## config.mk

```make
export PLATFORM = sky130hd
export DESIGN_NAME = bcd_seg_scan
export DESIGN_NICKNAME = d
export VERILOG_FILES = /design/src/rtl/bcd_seg_scan.sv
export SDC_FILE = /design/constraint.sdc
export NUM_CORES = 1
export LEC_CHECK = 0
export ABC_AREA = 1
export CORE_MARGIN = 5
export CORE_UTILIZATION = 59
export DETAILED_ROUTE_END_ITERATION = 8
export GPL_ROUTABILITY_DRIVEN = 0
export PLACE_DENSITY = 0.82
export SYNTH_ARGS = -nofsm -noshare
export SYNTH_HDL_FRONTEND = slang
export SYNTH_SLANG_ARGS = --single-unit
export TNS_END_PERCENT = 50
```

## constraint.sdc

```tcl
create_clock -name clk -period 3.12 [get_ports clk]
set_input_delay 0.468 -clock clk [delete_from_list [all_inputs] [get_ports clk]]
set_output_delay 0.468 -clock clk [all_outputs]
set_load 0.02 [all_outputs]
```

## src/rtl/bcd_seg_scan.sv

```systemverilog
// rtl/bcd_seg_scan.sv - multiplexed common-anode 7-segment driver for a packed BCD frame
module bcd_seg_scan #(
  parameter int DIGITS      = 4,
  parameter int REFRESH_DIV = 1000,
  parameter int BLANK       = 16
) (
  input  logic                  clk,
  input  logic                  rst_n,
  input  logic                  in_valid,
  output logic                  in_ready,
  input  logic [4*DIGITS-1:0]   in_bcd,
  input  logic                  lzb,
  output logic [DIGITS-1:0]     an,
  output logic [6:0]            seg,
  output logic                  bad_code
);

  localparam int CW = (REFRESH_DIV > 1) ? $clog2(REFRESH_DIV) : 1;
  localparam int IW = $clog2(DIGITS);
  localparam logic [CW-1:0] CNT_MAX = CW'(REFRESH_DIV - 1);
  localparam logic [CW-1:0] BLANK_C = CW'(BLANK);
  localparam logic [IW-1:0] IDX_MAX = IW'(DIGITS - 1);

  logic [CW-1:0]       cnt_q, cnt_d;
  logic [IW-1:0]       idx_q, idx_d;
  logic [4*DIGITS-1:0] shadow_q, shadow_d;
  logic [4*DIGITS-1:0] disp_q, disp_d;
  logic                pending_q, pending_d;
  logic [DIGITS-1:0]   an_q, an_d;
  logic [6:0]          seg_q, seg_d;
  logic                bad_q, bad_d;

  logic                tick, boundary, accept;
  logic                zero_above;
  logic [DIGITS-1:0]   blank_vec;
  logic [3:0]          cur_digit;
  logic                cur_blank;

  // Active-low segment pattern {g,f,e,d,c,b,a}; non-decimal codes stay dark.
  function automatic logic [6:0] seg_decode(input logic [3:0] d);
    case (d)
      4'd0:    seg_decode = 7'b1000000;
      4'd1:    seg_decode = 7'b1111001;
      4'd2:    seg_decode = 7'b0100100;
      4'd3:    seg_decode = 7'b0110000;
      4'd4:    seg_decode = 7'b0011001;
      4'd5:    seg_decode = 7'b0010010;
      4'd6:    seg_decode = 7'b0000010;
      4'd7:    seg_decode = 7'b1111000;
      4'd8:    seg_decode = 7'b0000000;
      4'd9:    seg_decode = 7'b0010000;
      default: seg_decode = 7'b1111111;
    endcase
  endfunction

  assign in_ready = !pending_q;
  assign an       = an_q;
  assign seg      = seg_q;
  assign bad_code = bad_q;

  // Refresh divider, digit scan and frame hand-over from shadow to display at the frame boundary.
  always_comb begin
    tick      = (cnt_q == CNT_MAX);
    boundary  = tick && (idx_q == IDX_MAX);
    accept    = in_valid && !pending_q;
    cnt_d     = tick ? '0 : cnt_q + 1'b1;
    idx_d     = idx_q;
    if (tick) begin
      idx_d = (idx_q == IDX_MAX) ? '0 : idx_q + 1'b1;
    end
    shadow_d  = shadow_q;
    disp_d    = disp_q;
    pending_d = pending_q;
    // A pending frame blocks acceptance, so transfer and accept never coincide.
    if (boundary && pending_q) begin
      disp_d    = shadow_q;
      pending_d = 1'b0;
    end
    if (accept) begin
      shadow_d  = in_bcd;
      pending_d = 1'b1;
    end
  end

  // Leading-zero mask: a digit blanks when it and every more significant digit are zero.
  always_comb begin
    zero_above = 1'b1;
    blank_vec  = '0;
    for (int i = DIGITS - 1; i >= 0; i--) begin
      zero_above   = zero_above && (disp_q[4*i +: 4] == 4'd0);
      blank_vec[i] = (i != 0) && lzb && zero_above;
    end
  end

  // Select the digit currently being scanned.
  always_comb begin
    cur_digit = 4'd0;
    cur_blank = 1'b0;
    for (int i = 0; i < DIGITS; i++) begin
      if (idx_q == IW'(i)) begin
        cur_digit = disp_q[4*i +: 4];
        cur_blank = blank_vec[i];
      end
    end
  end

  // Next output value: anodes off during the anti-ghosting window, else one anode low.
  always_comb begin
    an_d  = '1;
    seg_d = 7'h7F;
    bad_d = 1'b0;
    if (cnt_q >= BLANK_C) begin
      an_d  = ~(DIGITS'(1) << idx_q);
      seg_d = cur_blank ? 7'h7F : seg_decode(cur_digit);
      bad_d = !cur_blank && (cur_digit > 4'd9);
    end
  end

  // State and registered outputs.
  always_ff @(posedge clk or negedge rst_n) begin
    if (!rst_n) begin
      cnt_q     <= '0;
      idx_q     <= '0;
      shadow_q  <= '0;
      disp_q    <= '0;
      pending_q <= 1'b0;
      an_q      <= '1;
      seg_q     <= 7'h7F;
      bad_q     <= 1'b0;
    end else begin
      cnt_q     <= cnt_d;
      idx_q     <= idx_d;
      shadow_q  <= shadow_d;
      disp_q    <= disp_d;
      pending_q <= pending_d;
      an_q      <= an_d;
      seg_q     <= seg_d;
      bad_q     <= bad_d;
    end
  end

endmodule

```

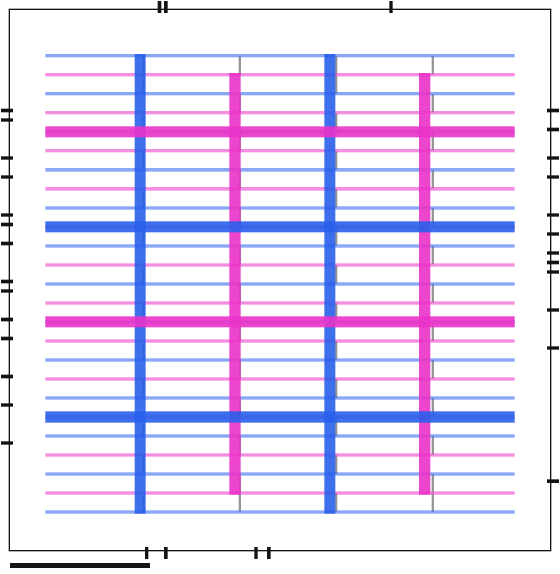
(run_1/floorplan.png)
Scale bar: 20 um. Pins as bars on the die edge. Tap cells in gray.
[magenta] VDD
[blue] VSS
tap cells: 52
signal pins: 33
met5 straps: 4
met4 straps: 4

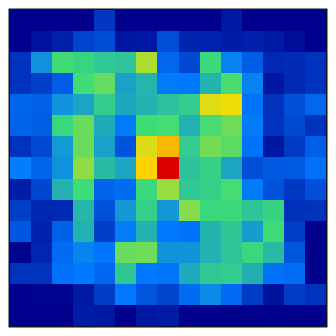
(run_1/route_heat.png)
The die is cut into 15 by 15 equal tiles; dark blue is low, red is high, scaled to the fullest tile. Values are wire area over tile area, all layers added.
fullest tile: 0.52
densest ninth of the die: center
nearly empty tiles: 15%
tiles over half the peak: 12%
mean over tiles: 0.13

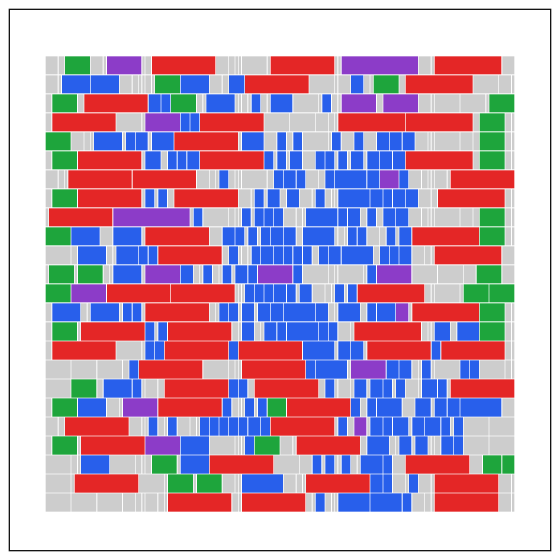
(run_1/class_map.png)
Fill, decap, tap and diode cells in gray.
[green] remaining buffers and delay cells | cells: 34 | share of their area: 10%
[blue] remaining logic cells | cells: 215 | share of their area: 37%
[red] sequential cells | cells: 57 | share of their area: 45%
[purple] clock drivers and dummy loads | cells: 16 | share of their area: 7.2%

==> notes.md, run 1 <==
Results of the implementation run.

The flow ran to the end, and the final reports show no timing, DRC or antenna violations. The HPWL after detailed placement is 3.42 mm. The via count of the first global-routing pass came out at 1960. The required time at the endpoint of the critical path came out at approximately 3.4 ns. The number of remaining DRC errors is 0.

The proportion of total power due to net switching came out at between 15 and 20%. After synthesis, the cell types taking the most area are dfrtp_1, dfstp_2, nand2_1. For this run, global-route usage on met2 was measured as 28.7%. The sequential fraction of the synthesis area is about 54%. The report puts the cell count of the worst reg-to-reg path at 12.

The leakage component of the power is 1.58 nW. The post-synth net total came out at slightly above 300. The tightest hold path in the finished design has a slack of 0.251 ns. The headroom to the max-slew limit came out at 54.8%. In this run the number of cells on the critical path is 12. The met3 wire length is 243 um.

The met3 usage came out at 4.45%. The number of H-tree levels is 3. The global-route total usage across every layer is 18.4%. The group that draws the most power in this run is sequential cells. In this run the critical register-to-register path is launched from idx_q[1]. The top fanout value on the critical path came out at 6. The sequential group power is 0.777 mW. The tally of OpenROAD warnings came out at 35. The first global-routing pass estimated 8.77 mm of wire. At the floorplan stage, the core utilization is reported as 60.9%. The timing endpoint of the critical path is bad_code. The flop-to-flop setup slack is around 1.1 ns. The worst setup path is launched from a flop. Counting only logic cells after layout, the most numerous master is nand2_1. The ratio of routed vias to standard cells came out at 5.18. The Yosys warning count is 0.

The cell row count came out at 24. The inserted tap cell count is 52. The chip occupies ~0.0060 sq mm. On the worst path, the slowest cell contributes a delay of between 0.3 and 0.4 ns. The number of buffers created by CTS came out at 9. The number of standard cells after synthesis is 277. According to the floorplan report, the die height is 77.3 um. For this run, global-route usage on met1 was measured as 23.7%. The non-clock inverters instantiated in the layout total 33.

The worst path buffer plus inverter count is 3. The floorplan core area is 0.00438 sq mm. The number of routed nets with antenna violations came out at 0.

The final critical-path setup slack came out at 1.13 ns. The total routed wirelength came out at 4.80 mm. Summing all multi-input logic gate instances after layout gives 0.00106 sq mm. The endpoint arrival time on the critical path is between 2 and 2.5 ns. The total negative slack is 0 ns. TritonCTS built the clock tree.

STA classifies the critical path endpoint as a flop. Routed signal wires occupy layers up through met4. The largest vdd supply drop came out at 352 uV. The sequential cell fraction of total power came out at 48.2%. The total of endpoints with negative setup slack in the final report is 0. The detail-routed net length per standard cell came out at 12.8 um. The number of antenna violations at the first check in global routing came out at 0. Looking at the area split, the leading class of cells is registers. The tally of clock buffers in the finished layout is 11.

The total cell area at the placement stage came out at ~0.003 sq mm. The transition at the pin with the smallest max-transition slack is roughly 0.68 ns. The pre-CTS setup slack came out at 1.17 ns. The power per cell area came out at roughly 500 mW/mm^2. By count the netlist is led by nand2_1, dfrtp_1, inv_1. Each instance of the synthesized netlist takes up on average 9.64 sq um. Per the layout area report, the register area comes to 0.00144 sq mm. Clock latency on the worst-skew pair, taken at its later pin, is 0.33 ns. On the critical path the largest part of the delay comes from simple AND/OR/NAND/NOR gates. The number of vias after detailed routing is 1936. Sorting the Yosys area breakdown by cell type puts at the top dfrtp_1. The fraction of synthesis flops using an asynchronous set or reset pin came out at 100%.

Looking at the setup timing report, the critical path kind is reg2reg. The final net count came out at 348. The worst clock skew came out at 0.00670 ns. The final number of max-transition violations is 0. The maximum number of pins on one net before global-route repair is slightly below 60.

The post-cts repair resize count came out at 0. The top cell type's share of synthesized area came out at 43.1%. The library cell with the highest instance count after synthesis is nand2_1. By instance count after routing, the leading logic cell types are nand2_1, dfrtp_1, inv_1, clkdlybuf4s50_1, nand3_1. Endpoints failing hold in the final report were tallied at 0.

The reg-to-reg endpoint is bad_code. The met2 wire length is 2.26 mm. For reference, the critical path cell chain is inv_1, ha_1, inv_1, nand3_1, nand2_1, nand2_1, nand2_1, inv_1, ha_1, nand3_1, o21ai_0, nor3_1. The registers of the reported paths see a clock transition of approximately 0.070 ns. The highest attainable clock frequency is 503 MHz. The internal power is 1.29 mW. The switching power came out at 0.320 mW. The buffer share of cell area came out at 10.2%. After synthesis the cells add up to 0.00267 sq mm. The count of unique library cells instantiated by Yosys came out at 27. The combinational share of cell area is 32.6%. The worst-case clock buffer depth came out at 2. The combinational power reported by the tool is ~0.060 mW. The length of the first detailed-routing pass in iterations is 5. The clock root buffer is clkbuf_8. Setup repair after global routing left no endpoint under its margin. Per the final report, the share of cell area in clock cells is 7.05%. In this run, synthesis inferred 0 flip-flops with an integrated enable. The layout has approximately 330 filler cells. Dividing the final minimum period by the clock period gives a little under two thirds. The horizontal die dimension is 77.3 um. met2 is the most crowded layer. The final antenna diode tally reported by the flow is 0. The clock network accounts for roughly half of the total power.

The total number of clock tree sinks is 57. Among all stages on the critical path, the largest delay is contributed by dfrtp_1. The part of the total power dissipated in combinational logic is 3.7%. The fraction of the core area covered by cells at the end of the flow came out at 74.1%. The area growth from synthesis to final layout came out at 21.6%. The total of hold buffers inserted after clock tree synthesis came out at 0. Across the whole layout, storage elements make up 44.3% of the cell area. The number of buffers inserted by port buffering is 32.

The total clock network power came out at between 0.7 and 0.8 mW. The time the final worst path needs with I/O delays and setup came out at 1.99 ns. The violation tally from detailed-route iteration zero is 91.

The type recorded for the worst min-delay path is in2async. The total of flip-flops plus latches after synthesis is 57. The max-cap violation count is 0. After detailed routing, the wire length on met1 is 2.19 mm. The yosys stat chip area came out at roughly 0.0027 sq mm. The cell total in the yosys stat output came out at 277. The finished cells cover 0.00325 sq mm. The ratio of cells with drive above 1 in the final layout is a little under a fifth. The total number of sequential cells came out at 57. The flip-flop cell with the highest count after synthesis is dfrtp_1. The post-CTS repair timing setup buffer count came out at 0.
==> run 1: flip-flops by register name (all words and copies together), names as in the netlist <==
register	cells
disp_q	16
shadow_q	16
an	4
cnt_q	10
pending_q	1
idx_q	2
bad_code	1
seg	7
==> run 1: cell families after synthesis <==
group                      count (synthesis)  share of synthesized area, %
and+or+nand+nor                          124                          20.9
DFF                                       57                          53.9
buffers and inverters                     38                          6.37
AOI/OAI and AO/OA                         28                          5.95
muxes                                     16                          6.75
adders and majority gates                 11                          5.15
xor gates and xnor gates                   3                         0.984
==> run 1: per-stage QoR <==
stage / std cells / total power, mW
floorplan: 277 / 0.807
global placement: 358 / 0.848
detailed placement: 358 / 0.851
CTS: 374 / 1.63
global route: 374 / 1.68
finish: 374 / 1.61
## Run 2: what changed since run 1
--- a/config.mk
+++ b/config.mk
@@ -7,10 +7,10 @@
 export LEC_CHECK = 0
 export ABC_AREA = 1
 export CORE_MARGIN = 5
-export CORE_UTILIZATION = 59
+export CORE_UTILIZATION = 50
 export DETAILED_ROUTE_END_ITERATION = 8
 export GPL_ROUTABILITY_DRIVEN = 0
-export PLACE_DENSITY = 0.82
+export PLACE_DENSITY = 0.74
 export SYNTH_ARGS = -nofsm -noshare
 export SYNTH_HDL_FRONTEND = slang
 export SYNTH_SLANG_ARGS = --single-unit
==> constraint.sdc (replaced) <==
create_clock -name clk -period 1.7 [get_ports clk]
set_input_delay 0.255 -clock clk [delete_from_list [all_inputs] [get_ports clk]]
set_output_delay 0.255 -clock clk [all_outputs]
set_load 0.02 [all_outputs]
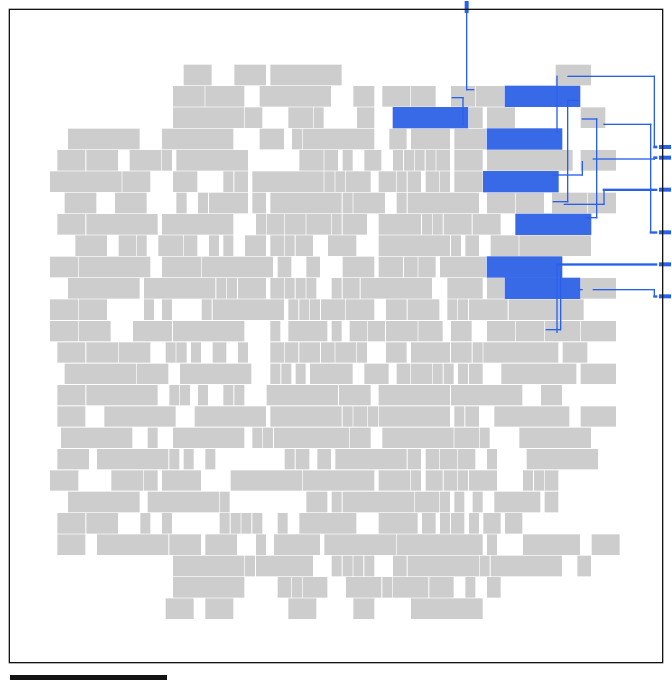
(run_2/port_trees.png)
Scale bar: 20 um.
[blue] seg | bits: 7 | direction: output | edge: 6 right, 1 top | end cells: 7 | buffers: 7 | wire: 162 um

==> run 2 against run 1 <==
The run now ends with setup timing left. Critical path depth down 1. Combinational power up 97%. Count of clock-buffer cells in the layout unchanged. Flip-flop count unchanged. Maximum frequency up 12%. Register-to-register slack worse by 1.2 ns. Sequential power up 83%. Power up 81%. Critical path type unchanged. Critical endpoint unchanged. Highest routed layer unchanged.
==> notes.md, run 2 <==
Results of the implementation run.

The run finished, with violations left. The final reports fail on setup timing. The global-route total usage across every layer came to 15.9% (-2.5 points).

The flop-to-flop setup slack came to -0.07 ns (-1.20 ns). CTS placed an instance of clkbuf_8 at the clock tree root. The count of library flops with an enable pin is 0 (unchanged). The dominant delay contributor by cell family on the critical path is flip-flops. The total number of sequential cells came to 57 (unchanged). The final critical-path setup slack is -0.0730 ns (-1.20 ns). The global routing usage on met2 came out at 25.2% (-3.5 points). The area fraction in compound gates after synthesis came to 5.95% (unchanged). The synthesis run identifies the leading combinational cell family as simple AND/OR/NAND/NOR gates. The post-synth net total came out at 308 (unchanged). The start-to-end type of the worst setup path is reg2reg. The post-CTS repair timing setup buffer count is 4 (+4).

The wire length of the first global-routing pass came out at 8.85 mm (+0.87%). The mux contribution to synthesized area is 6.75% (unchanged). The buffer share of cell area is 14.4% (+4.3 points). The maximum number of pins on one net before global-route repair came to 39 (-33%).

The met1 wire length is 2.43 mm (+11%). The final number of max-transition violations is 0 (unchanged). The sequential fraction of the synthesis area came to 53.9% (unchanged).

The final net count came out at 366 (+5.2%). Per the detail_route log, the uppermost layer with routed signals is met4. TritonCTS built the clock tree. The top logic cell by instance count in the layout is nand2_1. The total of hold buffers inserted after clock tree synthesis came out at 1 (+1). The total of flip-flops plus latches after synthesis came out at 57 (unchanged). The total clock network power is 1.38 mW (+78%).

The post-synthesis cell area came out at 0.00267 sq mm (unchanged). The type of origin of the critical path is a flop. The number of standard cells after synthesis is 277 (unchanged).

The inserted tap cell count was 70 (+35%). The met1 routing resource usage after global routing came to 19.6% (-4.1 points). The number of vias after detailed routing is 2068 (+6.8%). Setup repair after global routing could not meet its margin everywhere. The flop share of the area came out at 38.8% (-5.5 points).

The cell taking the most area after synthesis is dfrtp_1. The combinational group power came out at 0.118 mW (+97%). The Yosys warning count came out at 0 (unchanged).

The tally of OpenROAD warnings came out at 37 (+5.7%). In the final layout, the registers with the most flip-flops are disp_q (16), shadow_q (16), cnt_q (10). The total of endpoints with negative setup slack in the final report is 8 (+8). Following the worst setup path forward leads to its endpoint at bad_code. The count of non-CTS inverters in the layout is 33 (unchanged). The part of the total power dissipated in combinational logic was 4.1% (+0.4 points). The number of antenna repair diodes came to 0 (unchanged). Leaving out fill and tap cells, the most frequent cells in the layout are nand2_1, dfrtp_1, inv_1, clkdlybuf4s50_1, mux2_2. The endpoint arrival time on the critical path is 1.98 ns (-0.24 ns).

By area, registers come first. The number of buffers created by CTS came out at 9 (unchanged). The number of antenna violations at the first check in global routing is 0 (unchanged). The sequential group power is 1.42 mW (+83%).

The detail-routed net length per standard cell came out at 13.8 um (+7.8%). The count of unique library cells instantiated by Yosys came out at 27 (unchanged). The total number of clock tree sinks is 57 (unchanged). The via count of the first global-routing pass came out at 1994 (+1.7%). The top cell type's share of synthesized area is 43.1% (unchanged). The post-cts repair resize count came out at 21 (+21). The total power came out at 2.92 mW (+81%). The clock latency on the worst-skew pair came to 0.33 ns (about the same). The violation tally from detailed-route iteration zero came out at 79 (-13%). The fraction of synthesis flops using an asynchronous set or reset pin was 100% (unchanged). The length of the first detailed-routing pass in iterations is 4 (-1). The largest vdd supply drop is 576 uV (+64%).

The internal power came out at 2.34 mW (+81%). The number of cells on the critical path came out at 11 (-1). The combinational share of cell area is 34.7% (+2.0 points).

The cell total in the yosys stat output is 277 (unchanged). The floorplan core area is 0.00514 sq mm (+17%). The top fanout value on the critical path is 7 (+1). The met2 wire length is 2.84 mm (+26%). The total routed wirelength is 5.67 mm (+18%).

The sequential cell fraction of total power is 48.8% (+0.6 points). The area fraction in and, or, nand and nor cells after synthesis is 20.9% (unchanged). The dominant power group in this design is sequential cells. The type of element capturing the critical path is a flop.

The flip-flop cell with the highest count after synthesis is dfrtp_1. The number of cell instances on the worst register-to-register path came out at 11 (-1). The number of routed nets with antenna violations came to 0 (unchanged).

The HPWL after detailed placement is 3.60 mm (+5.5%). The clock edge transition at the registers on the reported setup and hold paths is 0.06 ns (about the same). The tally of clock buffers in the finished layout came out at 11 (unchanged). The start of the worst register-to-register path is idx_q[1]. The number of H-tree levels is 3 (unchanged).

The final cycle utilization of the critical path is 104% (+41 points). The clock power share came out at 47.1% (-1.0 points).
## run 2: netlist changes by cell type in the layout (fill, tap and decap cells not counted), moves of 7 or more
cell	delta
nand3_1	-14
clkdlybuf4s50_1	-12
nand3_2	+14
a21oi_1	-7
inv_1	-9
ha_1	-8
dlymetal6s2s_1	+8
buf_4	+10
nand2_2	+8
a21oi_2	+7
nand2_1	-11
## run 2: per-stage QoR
stage / util, % / cells / TNS (ns) / instance area (sq um) / setup WS, ns
after floorplan: - / 277 / 0 / 2670 / 0.00154
after global placement: 62.0 / 390 / -0.0108 / 3190 / -0.00661
after detailed placement: 62.0 / 390 / -0.618 / 3190 / -0.138
after CTS: 68.2 / 411 / -0.0214 / 3500 / -0.0165
after global routing: 72.2 / 410 / -1.17 / 3710 / -0.193
final: 72.2 / 410 / -0.342 / 3710 / -0.0730
Power and IR drop assume default switching activity.
